--- src/rtl/seq_gen.sv ---
// Burst nibble transmitter: emits count nibbles from a 16-entry pattern with GAP idle cycles between load strobes.
// Define SEQ_GEN_PROG_EN to make the pattern a writable register file with wr_en/wr_addr/wr_data ports.
module seq_gen #(
   parameter int unsigned GAP = 1
) (
   input  logic       clk,
   input  logic       rst,
   input  logic       start,
   input  logic       abort,
   input  logic [3:0] first,
   input  logic [4:0] count,
`ifdef SEQ_GEN_PROG_EN
   input  logic       wr_en,
   input  logic [3:0] wr_addr,
   input  logic [3:0] wr_data,
`endif
   output logic [3:0] data,
   output logic       load,
   output logic       busy,
   output logic       done
);

   typedef enum logic [1:0] {
      ST_IDLE,
      ST_EMIT,
      ST_GAP,
      ST_DONE
   } state_t;

   localparam logic [3:0] GAP_LAST = (GAP == 0) ? 4'd0 : 4'(GAP - 1);

   function automatic logic [3:0] rom_nib(input logic [3:0] addr);
      logic [3:0] v;
      case (addr)
         4'd0:    v = 4'hC;
         4'd1:    v = 4'hA;
         4'd2:    v = 4'h2;
         4'd3:    v = 4'h5;
         4'd4:    v = 4'hC;
         4'd5:    v = 4'h7;
         4'd6:    v = 4'hD;
         4'd7:    v = 4'h2;
         4'd8:    v = 4'h2;
         4'd9:    v = 4'h7;
         4'd10:   v = 4'h0;
         4'd11:   v = 4'h3;
         4'd12:   v = 4'h8;
         4'd13:   v = 4'h4;
         4'd14:   v = 4'h4;
         default: v = 4'h0;
      endcase
      return v;
   endfunction

   state_t     state_q, state_d;
   logic [3:0] ptr_q, ptr_d;
   logic [4:0] rem_q, rem_d;
   logic [3:0] gap_q, gap_d;
   logic [3:0] data_q, data_d;
   logic       load_q, load_d;
   logic       busy_q, busy_d;
   logic       done_q, done_d;

   logic [4:0] cnt_norm;
   logic [3:0] ptr_inc;
   logic [3:0] rd_first, rd_cur, rd_next;

   assign cnt_norm = (count == 5'd0 || count[4]) ? 5'd16 : count;
   assign ptr_inc  = ptr_q + 4'd1;

`ifdef SEQ_GEN_PROG_EN
   // Stores the difference from the ROM, so an all-zero power-up state reads back as the ROM pattern.
   logic [3:0] delta_q [16];

   always_ff @(posedge clk) begin
      if (wr_en) delta_q[wr_addr] <= wr_data ^ rom_nib(wr_addr);
   end

   assign rd_first = rom_nib(first)   ^ delta_q[first];
   assign rd_cur   = rom_nib(ptr_q)   ^ delta_q[ptr_q];
   assign rd_next  = rom_nib(ptr_inc) ^ delta_q[ptr_inc];
`else
   assign rd_first = rom_nib(first);
   assign rd_cur   = rom_nib(ptr_q);
   assign rd_next  = rom_nib(ptr_inc);
`endif

   always_comb begin
      state_d = state_q;
      ptr_d   = ptr_q;
      rem_d   = rem_q;
      gap_d   = gap_q;
      data_d  = data_q;
      load_d  = 1'b0;
      busy_d  = 1'b0;
      done_d  = 1'b0;
      case (state_q)
         ST_IDLE: begin
            if (start) begin
               state_d = ST_EMIT;
               ptr_d   = first;
               rem_d   = cnt_norm;
               data_d  = rd_first;
               load_d  = 1'b1;
               busy_d  = 1'b1;
            end
         end
         ST_EMIT: begin
            ptr_d = ptr_inc;
            rem_d = rem_q - 5'd1;
            if (GAP == 0) begin
               if (rem_q == 5'd1) begin
                  state_d = ST_DONE;
                  done_d  = 1'b1;
               end else begin
                  state_d = ST_EMIT;
                  data_d  = rd_next;
                  load_d  = 1'b1;
                  busy_d  = 1'b1;
               end
            end else begin
               state_d = ST_GAP;
               gap_d   = GAP_LAST;
               busy_d  = 1'b1;
            end
         end
         ST_GAP: begin
            if (gap_q != 4'd0) begin
               gap_d  = gap_q - 4'd1;
               busy_d = 1'b1;
            end else if (rem_q == 5'd0) begin
               state_d = ST_DONE;
               done_d  = 1'b1;
            end else begin
               state_d = ST_EMIT;
               data_d  = rd_cur;
               load_d  = 1'b1;
               busy_d  = 1'b1;
            end
         end
         default: state_d = ST_IDLE;
      endcase
      // Abort wins over every transition above but leaves data where it was.
      if (abort && (state_q == ST_EMIT || state_q == ST_GAP)) begin
         state_d = ST_IDLE;
         ptr_d   = ptr_q;
         rem_d   = rem_q;
         gap_d   = gap_q;
         data_d  = data_q;
         load_d  = 1'b0;
         busy_d  = 1'b0;
         done_d  = 1'b0;
      end
   end

   always_ff @(posedge clk or negedge rst) begin
      if (!rst) begin
         state_q <= ST_IDLE;
         ptr_q   <= '0;
         rem_q   <= '0;
         gap_q   <= '0;
         data_q  <= '0;
         load_q  <= 1'b0;
         busy_q  <= 1'b0;
         done_q  <= 1'b0;
      end else begin
         state_q <= state_d;
         ptr_q   <= ptr_d;
         rem_q   <= rem_d;
         gap_q   <= gap_d;
         data_q  <= data_d;
         load_q  <= load_d;
         busy_q  <= busy_d;
         done_q  <= done_d;
      end
   end

   assign data = data_q;
   assign load = load_q;
   assign busy = busy_q;
   assign done = done_q;

endmodule

--- config.mk ---
export PLATFORM = sky130hd
export DESIGN_NAME = seq_gen
export DESIGN_NICKNAME = d
export VERILOG_FILES = /design/src/rtl/seq_gen.sv
export SDC_FILE = /design/constraint.sdc
export NUM_CORES = 1
export LEC_CHECK = 0
export ABC_AREA = 1
export CAP_MARGIN = 20
export CORE_MARGIN = 5
export CORE_UTILIZATION = 60
export DETAILED_ROUTE_END_ITERATION = 8
export GPL_TIMING_DRIVEN = 0
export PLACE_DENSITY = 0.89
export SLEW_MARGIN = 5
export SYNTH_ARGS = -nofsm -noshare
export SYNTH_HDL_FRONTEND = slang
export SYNTH_SLANG_ARGS = --single-unit
--- constraint.sdc ---
create_clock -name clk -period 4.7 [get_ports clk]
set_clock_uncertainty 0.1 [all_clocks]
set_input_delay 0.705 -clock clk [delete_from_list [all_inputs] [get_ports clk]]
set_output_delay 0.705 -clock clk [all_outputs]
set_load 0.01 [all_outputs]
==> flow_summary.json <==
{
  "tritoncts": "built",
  "hold_viol": 0,
  "fp_util_pct": 63.6,
  "path_cells": "clkdlybuf4s50_1 -> inv_1 -> ha_1 -> nand2_1 -> nand2_1 -> nand2_1 -> nand2_1 -> nand2_1 -> nand2_1 -> nand2_1 -> nand2_1",
  "antenna_found_initial": 0,
  "ff_type": "dfrtp_1",
  "use_met1_pct": 25.5,
  "fin_crit_ns": 2.10,
  "internal_power_uw": 709,
  "num_vias": 1536,
  "slowest_stage": "clkdlybuf4s50_1",
  "maxCapViolations": 0,
  "buf_share_pct": 12.3,
  "sh_seq_area_pct": 26.5,
  "dp.cells": 286,
  "gp_congestion": 0.851,
  "cp_num_cells": 11,
  "cts_root_buf": "clkbuf_4",
  "drive_above_1_share_pct": 15.8,
  "final_cell_mix": "78 x nand2_1, 22 x inv_1, 22 x dfrtp_1",
  "post-dp-hpwl_um": 2570,
  "comb_share_pct": 50.7,
  "cts_resized": 0,
  "lay_top_count": "nand2_1",
  "nWellTaps": 31,
  "inv_count": 31,
  "fmax_mhz": 476,
  "clkPwrFrac_pct": 11.1,
  "top_cells_by_area": "dfrtp_1 31%, nand2_1 17%, ha_1 12%, nand3_1 5.9%, inv_1 4.7%",
  "num-multi-input-gates": 180,
  "hold_buffers": 0,
  "status": "finished clean",
  "syn_area_um2": 1770,
  "die_w_um": 64.3,
  "clock.latency.late_pin_ns": 0.32,
  "fin_cells": 291,
  "tightest_slew_ns": 0.294,
  "rsz0062_at_grt": "false",
  "detail_route.wl_per_cell_um": 12.0,
  "path_buffers": 2,
  "drt_iter0_markers": 83,
  "dr_wl_met2_um": 1590,
  "powerDensity_nw_per_um2": 652,
  "ys_seq_share_pct": 31.1,
  "placed_cell_area_um2": 2000,
  "cpPeakStageDelay_ns": 0.61,
  "fin_nets": 291,
  "r2r_cells": 8,
  "edf_count": 0,
  "synthArstFlopShare_pct": 100,
  "topCombFamilyByArea": "simple AND/OR/NAND/NOR gates",
  "final_core_util_pct": 74.7,
  "wl_met3_um": 183,
  "worstSetupStartpoint": "first[0]",
  "ys_sh_simple_pct": 34.5,
  "largest_reg_flops": 5,
  "gr-usage-all-layers_pct": 18.8,
  "crit_path_end_kind": "flip-flop",
  "ys_area_um2": 1770,
  "rows": 19,
  "ys_top_cells_by_count": "78 x nand2_1, 22 x dfrtp_1, 22 x inv_1",
  "drc": 0,
  "top_area_cell": "dfrtp_1",
  "dominant-cell-class": "combinational gates",
  "flop_area_um2": 551,
  "syn_nets": 266,
  "r2r-end": "data[0]",
  "cts.htree.levels": 1,
  "most_common_cell": "nand2_1",
  "signal_buffers": 23,
  "setup.worst_path.end": "data[1]",
  "sequentialPowerShare_pct": 25.3,
  "fillers": 202,
  "grt-ovfl-total": 0,
  "setup_violations": 0,
  "warnings": 38,
  "finalCritPeriodShare_pct": 44.7,
  "critPathArrivalTime_ns": 2.23,
  "diodes": 0,
  "path_class": "primary input to flip-flop",
  "clkCellAreaFrac_pct": 2.53,
  "min_from": "data[2]",
  "yosysUniqueCellTypes": 32,
  "powerSeq_uw": 343,
  "dpl_worst_slack_ns": 2.26,
  "grt_max_degree": 23,
  "relSlewSlack_pct": 80.4,
  "worst_slack_ns": 2.60,
  "numCtsBuffers": 3,
  "synthXorXnorAreaFrac_pct": 1.49,
  "met2_usage_pct": 29.9
}
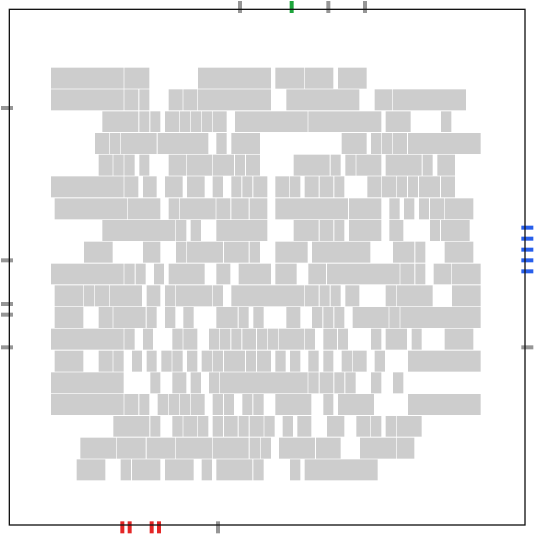
(images/io_placement.png)
Scale: 8 px per um. Pins as bars across the die edge, other pins in gray.
[`first`] red | pins: 4 | direction: input | edge: bottom
[`count`] blue | pins: 5 | direction: input | edge: right
[`done`] green | pins: 1 | direction: output | edge: top

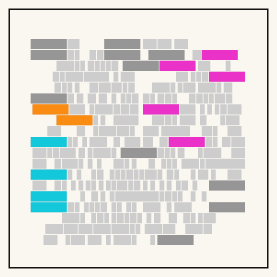
(images/flops_by_reg.png)
Scale: 4 px per um. Other sequential cells in the stronger gray, the rest of the logic in the fainter gray.
[`state_q`] orange | flops: 2
[`rem_q`] magenta | flops: 5
[`data`] cyan | flops: 4

